File: src/rtl/spice_node_integrator.sv
// Charge integrator for one analog netlist node: sums signed branch currents,
// scales by node capacitance and accumulates into a rail-clamped voltage.
module spice_node_integrator #(
    parameter int W        = 15,
    parameter int N        = 4,
    parameter int CSHIFT   = 2,
    parameter int VHI      = 8191,
    parameter int VLO      = -8193,
    parameter int VINIT    = -8193,
    parameter int THRESH   = 1,
    parameter int SETTLE_N = 4
) (
    input  logic               clk,
    input  logic               rst_n,
    input  logic               en,
    input  logic               clear,
    input  logic [N*(W+1)-1:0] i_bus,
    output logic [W:0]         v,
    output logic               p,
    output logic               settled,
    output logic               sat
);

    localparam int WW = W + 1;
    localparam int SW = WW + $clog2(N);
    localparam int NW = SW + 1;

    localparam logic signed [NW-1:0] RAIL_HI = NW'(VHI);
    localparam logic signed [NW-1:0] RAIL_LO = NW'(VLO);
    localparam logic signed [NW-1:0] QUIET_HI = NW'(THRESH);
    localparam logic signed [NW-1:0] QUIET_LO = NW'(-THRESH);
    localparam logic signed [W:0]    V_RESET = WW'(VINIT);
    localparam logic [7:0]           SETTLE_MAX = 8'(SETTLE_N);

    logic signed [W:0]    v_q, v_d;
    logic [7:0]           cnt_q, cnt_d;
    logic                 settled_q, settled_d;
    logic                 sat_q, sat_d;

    logic signed [SW-1:0] sum;
    logic signed [NW-1:0] delta;
    logic signed [NW-1:0] raw;
    logic signed [NW-1:0] clamped;
    logic                 quiet;
    logic                 clampHit;

    // Sum is wide enough that adding N full-scale currents cannot overflow.
    always_comb begin
        sum = '0;
        for (int k = 0; k < N; k++) begin
            sum = sum + SW'($signed(i_bus[k*WW +: WW]));
        end
        delta = NW'(sum >>> CSHIFT);
        raw   = NW'(v_q) + delta;
        quiet = (delta <= QUIET_HI) && (delta >= QUIET_LO);

        clampHit = 1'b0;
        clamped  = raw;
        if (raw > RAIL_HI) begin
            clamped  = RAIL_HI;
            clampHit = 1'b1;
        end else if (raw < RAIL_LO) begin
            clamped  = RAIL_LO;
            clampHit = 1'b1;
        end
    end

    // Quietness is judged on the unclamped delta, so a node pinned at a rail
    // by a large current never reports convergence.
    always_comb begin
        v_d       = v_q;
        cnt_d     = cnt_q;
        settled_d = settled_q;
        sat_d     = sat_q;
        if (clear) begin
            v_d       = V_RESET;
            cnt_d     = '0;
            settled_d = 1'b0;
            sat_d     = 1'b0;
        end else if (en) begin
            v_d = WW'(clamped);
            if (clampHit) begin
                sat_d = 1'b1;
            end
            if (!quiet) begin
                cnt_d = '0;
            end else if (cnt_q < SETTLE_MAX) begin
                cnt_d = cnt_q + 8'd1;
            end
            settled_d = (cnt_d == SETTLE_MAX);
        end
    end

    always_ff @(posedge clk or negedge rst_n) begin
        if (!rst_n) begin
            v_q       <= V_RESET;
            cnt_q     <= '0;
            settled_q <= 1'b0;
            sat_q     <= 1'b0;
        end else begin
            v_q       <= v_d;
            cnt_q     <= cnt_d;
            settled_q <= settled_d;
            sat_q     <= sat_d;
        end
    end

    assign v       = v_q;
    assign p       = ~v_q[W];
    assign settled = settled_q;
    assign sat     = sat_q;

endmodule

File: config.mk
export PLATFORM = sky130hd
export DESIGN_NAME = spice_node_integrator
export DESIGN_NICKNAME = d
export VERILOG_FILES = /design/src/rtl/spice_node_integrator.sv
export SDC_FILE = /design/constraint.sdc
export NUM_CORES = 1
export LEC_CHECK = 0
export ABC_AREA = 1
export CAP_MARGIN = 40
export CORE_UTILIZATION = 34
export CTS_CLUSTER_DIAMETER = 150
export DETAILED_ROUTE_END_ITERATION = 8
export MAX_ROUTING_LAYER = met4
export SYNTH_ARGS = -nofsm -noshare
export SYNTH_HDL_FRONTEND = slang
export SYNTH_SLANG_ARGS = --single-unit
File: constraint.sdc
create_clock -name clk -period 2.4 [get_ports clk]
set_input_delay 0.48 -clock clk [delete_from_list [all_inputs] [get_ports clk]]
set_output_delay 0.48 -clock clk [all_outputs]
set_load 0.05 [all_outputs]
==> run_1/layers.png <==
Two of the layers only.
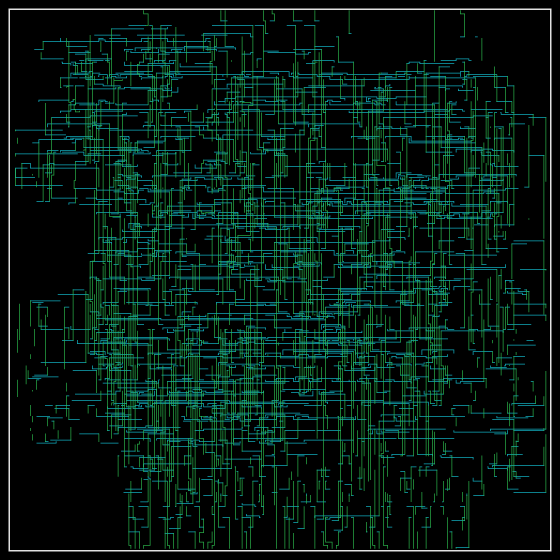
[green] M2 | wire length: 7470 um
[cyan] M1 | wire length: 6030 um

==> run_1/pinout.png <==
Pins as bars across the die edge, other pins in grey.
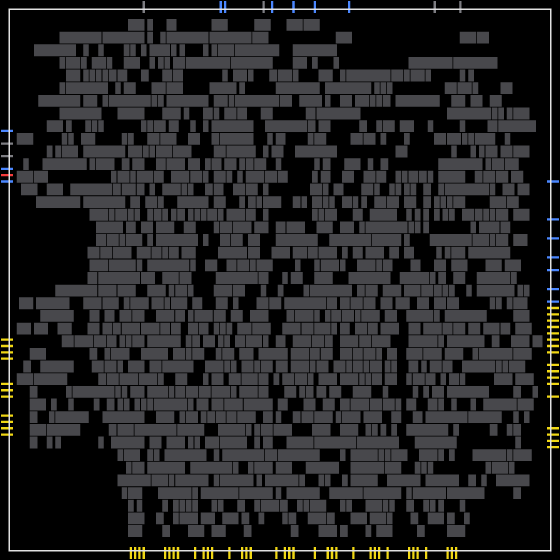
[yellow] `i_bus` | pins: 64 | direction: input | edge: 36 bottom, 17 right, 11 left
[blue] `v` | pins: 16 | direction: output | edge: 7 right, 6 top, 3 left
[red] `p` | pins: 1 | direction: output | edge: left
all pins by edge: 36 bottom, 24 right, 17 left, 10 top
port bufs: 86
Die Wd: 116 um

==> run_1/gates.png <==
Scale bar: 20 um.
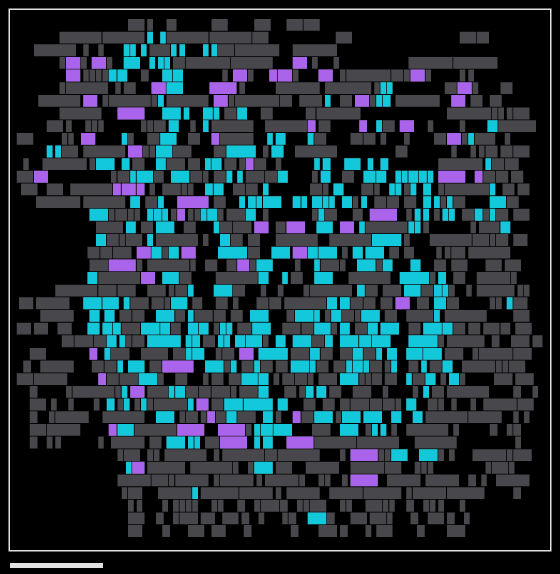
[purple] aoi and oai cells | cells: 60 | most used: a21oi_2
[cyan] nand cells | cells: 268 | most used: nand2_1

==> results.toml, run 1 <==
# yosys + openroad results
[timing]
finClkSkew_ns = 0.00207
setup_violations = 26
finalHoldViolations = 0
finalWorstSetupSlack_ns = -1.79

[worst_setup_path]
r2r_cells = 17
startpoint = "i_bus[35]"
critPathTopFamily = "simple AND/OR/NAND/NOR gates"
cp_max_fo = 7
r2r_setup_slack_ns = -0.12
arrival_ns = 4.40
cp_num_cells = 30

[status]
violations = "negative setup slack"
status = "finished, violations left"

[layout]
n_clock_buffer = 4
logic_area_sq_um = 4310
seq_cells = 26
biggestCellCategory = "combinational gates"
buffers = 245
bufAreaShareNonClock = 0.256
antenna_cells = 0
instances_no_fill = 1102
final-seq-area_sq_um = 669
sh_comb_area = 0.537
final_cell_mix = "buf_4 (135), inv_1 (111), nand2_1 (106)"
inv_count = 179

[route]
drc = 0
ant_nets = 0

[clock_network]
post_cts_buffers = 46
cts-root-buf = "clkbuf_16"
cts_num_sinks = 26
cts_htree_levels = 1
clk_pin_slew_worst_paths_ns = 0.07

[run]
warnings = 30

[grt]
top_usage_layer = "met2"
gr-usage-met3 = 0.0239

[floorplanning]
rows = 41

[place]
place_area_sq_um = 6590
place_ws_ns = -2.66

[yosys]
yosysSeqAreaShare = 0.151
run 1: kinds of logic (layout without fill, tap and decap cells):
group | Yosys count | count (layout) | synth area share
buffers and inverters | 183 | 428 | 0.160
xor gates and xnor gates | 5 | 5 | 0.0116
DFF | 26 | 26 | 0.151
and+or+nand+nor | 342 | 343 | 0.344
AOI/OAI and AO/OA | 61 | 61 | 0.0857
adders and majority gates | 67 | 67 | 0.247
run 1: worst register-to-register path: cells and delay by family (launching register included):
kind,cells,cell delay [ns]
DFF,1,0.53
buffers and inverters,3,0.30
adders and majority gates,2,0.52
and+or+nand+nor,12,1.12
run 1: state kept, by name, summed over array words and instances, names as in the netlist:
name,flops
settled,1
v,16
sat,1
cnt_q,8
run 1: synthesized netlist by cell type:
cell type      count  area [sq um]
xor2_1             1          8.76
nand2_1          180           676
dfrtp_1           11           275
o21ai_0           11          55.1
dfstp_2           15           394
nand4_1           19           119
nand3_1           42           210
clkbuf_1           1          3.75
a21oi_2           11          96.3
nor3_1             3          15.0
dlygate4sd1_1      2          17.5
xnor2_1            3          26.3
ha_1              33           413
o21a_1             1          7.51
nand3b_1           7          52.6
nor3b_2            1          12.5
nor3_2             1          10.0
inv_1            175           657
inv_2              4          15.0
nor2_2             5          31.3
xor2_2             1          16.3
o21ai_1            2          10.0
fa_1              34           681
a21oi_1           29           145
a21oi_4            1          16.3
buf_8              1          15.0
nor2_1            63           236
nand3_2            5          50.1
or2_2              1          6.26
and2_1             1          6.26
nand3_4            1          17.5
o21bai_1           5          37.5
nand2_2           13          81.3
a21boi_2           1          11.3
==> run 1 -> run 2 <==
--- a/config.mk
+++ b/config.mk
@@ -6,7 +6,7 @@
 export NUM_CORES = 1
 export LEC_CHECK = 0
 export ABC_AREA = 1
-export CAP_MARGIN = 40
+export CAP_MARGIN = 10
 export CORE_UTILIZATION = 34
 export CTS_CLUSTER_DIAMETER = 150
 export DETAILED_ROUTE_END_ITERATION = 8
==> run_2/clock_nets.png <==
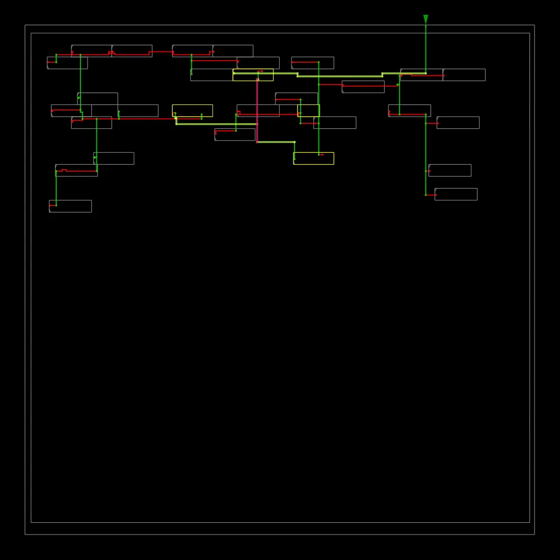
clock sinks: 26
clk_lat worst skew: 0.26 ns
CTS buffer count: 3
flip-flops: 26
Clock buffer cells: 4

==> results.toml, run 2 <==
# yosys + openroad results
[worst_setup_path]
cp_max_fo = 7
r2r_setup_slack_ns = -0.12
critPathTopFamily = "simple AND/OR/NAND/NOR gates"
r2r_cells = 17
arrival_ns = 4.40
crit_required_ns = 2.61
cp_num_cells = 30
slowest_delay_ns = 0.52

[layout]
fin_nets = 1066
antenna_cells = 0
fillers = 1095
syn_to_final_growth_pct = 81.3
final_cell_mix = "buf_4 (135), inv_1 (111), nand2_1 (106)"
largest_register_ffs = 16
drive_above_1_share = 0.540

[run]
warnings = 30

[yosys]
top_cells_by_area = "fa_1 (15%), nand2_1 (15%), inv_1 (15%)"
common_cells = "nand2_1 (180), inv_1 (175), nor2_1 (63)"
synth-async-reset-ratio = 1.00
synth-main-ff-cell = "dfstp_2"
synth_top_cell_by_count = "nand2_1"
synthDominantCellAreaShare = 0.154
yosys.area.top_type = "fa_1"
fp_nets = 819
yosysSeqAreaShare = 0.151
synth-edff-count = 0

[route]
ant_nets = 0
drc = 0
first_pass_iters = 5

[timing]
finClkSkew_ns = 0.00207
finalWorstSetupSlack_ns = -1.79
rsz0062_at_grt = "yes"
finalHoldViolations = 0
tightest_slew_ns = 0.522
setup_violations = 26

[place]
port_buffers = 86
place_hpwl_um = 10300

[floorplanning]
rows = 41
die_w_um = 116
dieHeight_um = 116

[grt]
grt_pass1_wl_um = 22900

[clock_network]
cts_htree_levels = 1
cts-root-buf = "clkbuf_16"
clk_pin_slew_worst_paths_ns = 0.07

[min_path]
hold_path_depth = 2

[status]
violations = "negative setup slack"
status = "finished, violations left"
run 2: area by class of cell:
type                    count  area (sq um)  area share
inverters                 179           687      0.0856
multi-input cells         476          4310       0.537
repair buffers            245          2050       0.256
well taps                 172           215      0.0268
clock buffers               4          88.8      0.0111
flip-flops and latches     26           669      0.0834
run 2: cells by family (layout without fill, tap and decap cells):
kind of cell / count (synthesis) / in the layout / share of synthesized area
simple gates: 342 / 343 / 0.344
compound gates: 61 / 61 / 0.0857
buf+inv: 183 / 428 / 0.160
flops: 26 / 26 / 0.151
fa+ha+maj: 67 / 67 / 0.247
xor+xnor: 5 / 5 / 0.0116
run 2: layer usage:
metal  share of wire  up-vias  global-route usage
met4           0.011        0              0.0214
met2            0.53       80               0.413
met1            0.43     2378               0.259
met5               0        -                   -
met3           0.029       16              0.0239
li1                -     2564                   -
run 2: through the flow:
step	utilization	cell area, sq um	worst slack, ns	cells
3_3_place_gp	0.520	6590	-2.59	1046
5_1_grt	0.633	8030	-1.98	1102
6_report	0.633	8030	-1.79	1102
3_5_place_dp	0.520	6590	-2.66	1046
2_1_floorplan	-	4730	-1.61	684
4_1_cts	0.606	7670	-1.75	1097
run 2: final timing paths:
path / from / endpoint
max in group asynchronous: rst_n / v[14]
hold reg to reg: settled / settled
setup reg to reg: v[0] / v[13]
setup / recovery: i_bus[35] / v[13]
hold / removal: settled / settled
min in group asynchronous: rst_n / settled
run 2: repair_timing:
item	in CTS	in global routing
pin swaps	144	89
resized	307	121
setup buffers	46	11
hold buffers	0	0
endpoints found under the setup margin	26	26
gates cloned	2	0
==> run 2 -> run 3 <==
--- a/config.mk
+++ b/config.mk
@@ -6,7 +6,7 @@
 export NUM_CORES = 1
 export LEC_CHECK = 0
 export ABC_AREA = 1
-export CAP_MARGIN = 10
+export CAP_MARGIN = 5
 export CORE_UTILIZATION = 34
 export CTS_CLUSTER_DIAMETER = 150
 export DETAILED_ROUTE_END_ITERATION = 8
==> run_3/ff_map.png <==
Scale bar: 20 um.
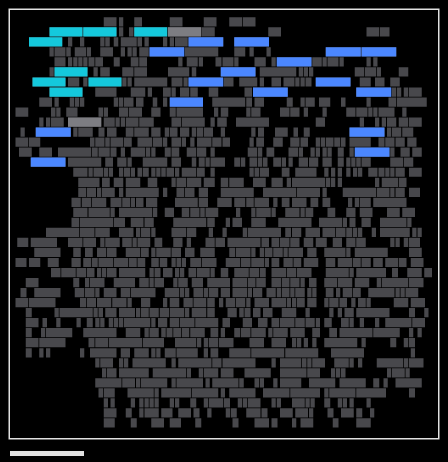
[blue] `v` | flops: 16
[cyan] `cnt_q` | flops: 8 | where: top left

==> results.toml, run 3 <==
# yosys + openroad results
[status]
status = "finished, violations left"
violations = "negative setup slack"

[place]
place_ws_ns = -2.66
port_buffers = 86

[layout]
final_cell_mix = "buf_4 (135), inv_1 (111), nand2_1 (106)"

[floorplanning]
dieHeight_um = 116
rows = 41

[clock_network]
hold_buffers = 0
cts_num_sinks = 26
cts-root-buf = "clkbuf_16"

[timing]
setup_violations = 26
finalWorstSetupSlack_ns = -1.79
tightest_slew_ns = 0.522

[route]
m1WireLength_um = 6030

[yosys]
synth-edff-count = 0
yosysSeqAreaShare = 0.151
fp_nets = 819
common_cells = "nand2_1 (180), inv_1 (175), nor2_1 (63)"
yosys.area.top_type = "fa_1"
simple_gate_share = 0.344
synthDominantCellAreaShare = 0.154

[worst_setup_path]
cp_max_fo = 7

[min_path]
hp-start = "settled"
run 3: worst max-delay path by stage:
stage | start | end | slack, ns | cells after the start
after CTS | i_bus[17] | v[2] | -1.75 | 28
after global placement | i_bus[1] | v[13] | -2.59 | 32
after global routing | i_bus[36] | v[13] | -1.98 | 29
final | i_bus[35] | v[13] | -1.79 | 30
after detailed placement | i_bus[1] | v[13] | -2.66 | 30
after floorplan | i_bus[1] | v[8] | -1.61 | 28
run 3: area by class of cell:
class                           count  area [sq um]
Fill cell                        1095          4650
Multi-Input combinational cell    476          4310
Timing Repair Buffer              245          2050
Inverter                          179           687
Sequential cell                    26           669
Tap cell                          172           215
Clock buffer                        4          88.8
run 3: stage by stage:
step                area, sq um  instances  hold slack (ns)  utilization
finish                     8030       1102            0.487        0.633
global route               8030       1102            0.496        0.633
CTS                        7670       1097            0.490        0.606
detailed placement         6590       1046            0.474        0.520
global placement           6590       1046            0.473        0.520
floorplan                  4730        684            0.184            -
run 3: logic make-up after synthesis:
logic type               after synthesis
AND-OR/OR-AND                         61
buffers and inverters                183
AND/OR/NAND/NOR                      342
adder cells (fa/ha/maj)               67
flip-flops                            26
XOR/XNOR                               5
run 3: what timing repair did:
action | CTS | global route
cloned | 2 | 0
hold endpoints to repair | 0 | 0
pin swaps | 144 | 89
endpoints found under the setup margin | 26 | 26
buffers inserted | 46 | 11
gates resized | 307 | 121
run 3: worst register-to-register path: cells and delay by family, from the launching register on:
kind	cells	cell delay, ns
adder cells (fa/ha/maj)	2	0.52
AND/OR/NAND/NOR	12	1.12
buffers and inverters	3	0.30
flip-flops	1	0.53
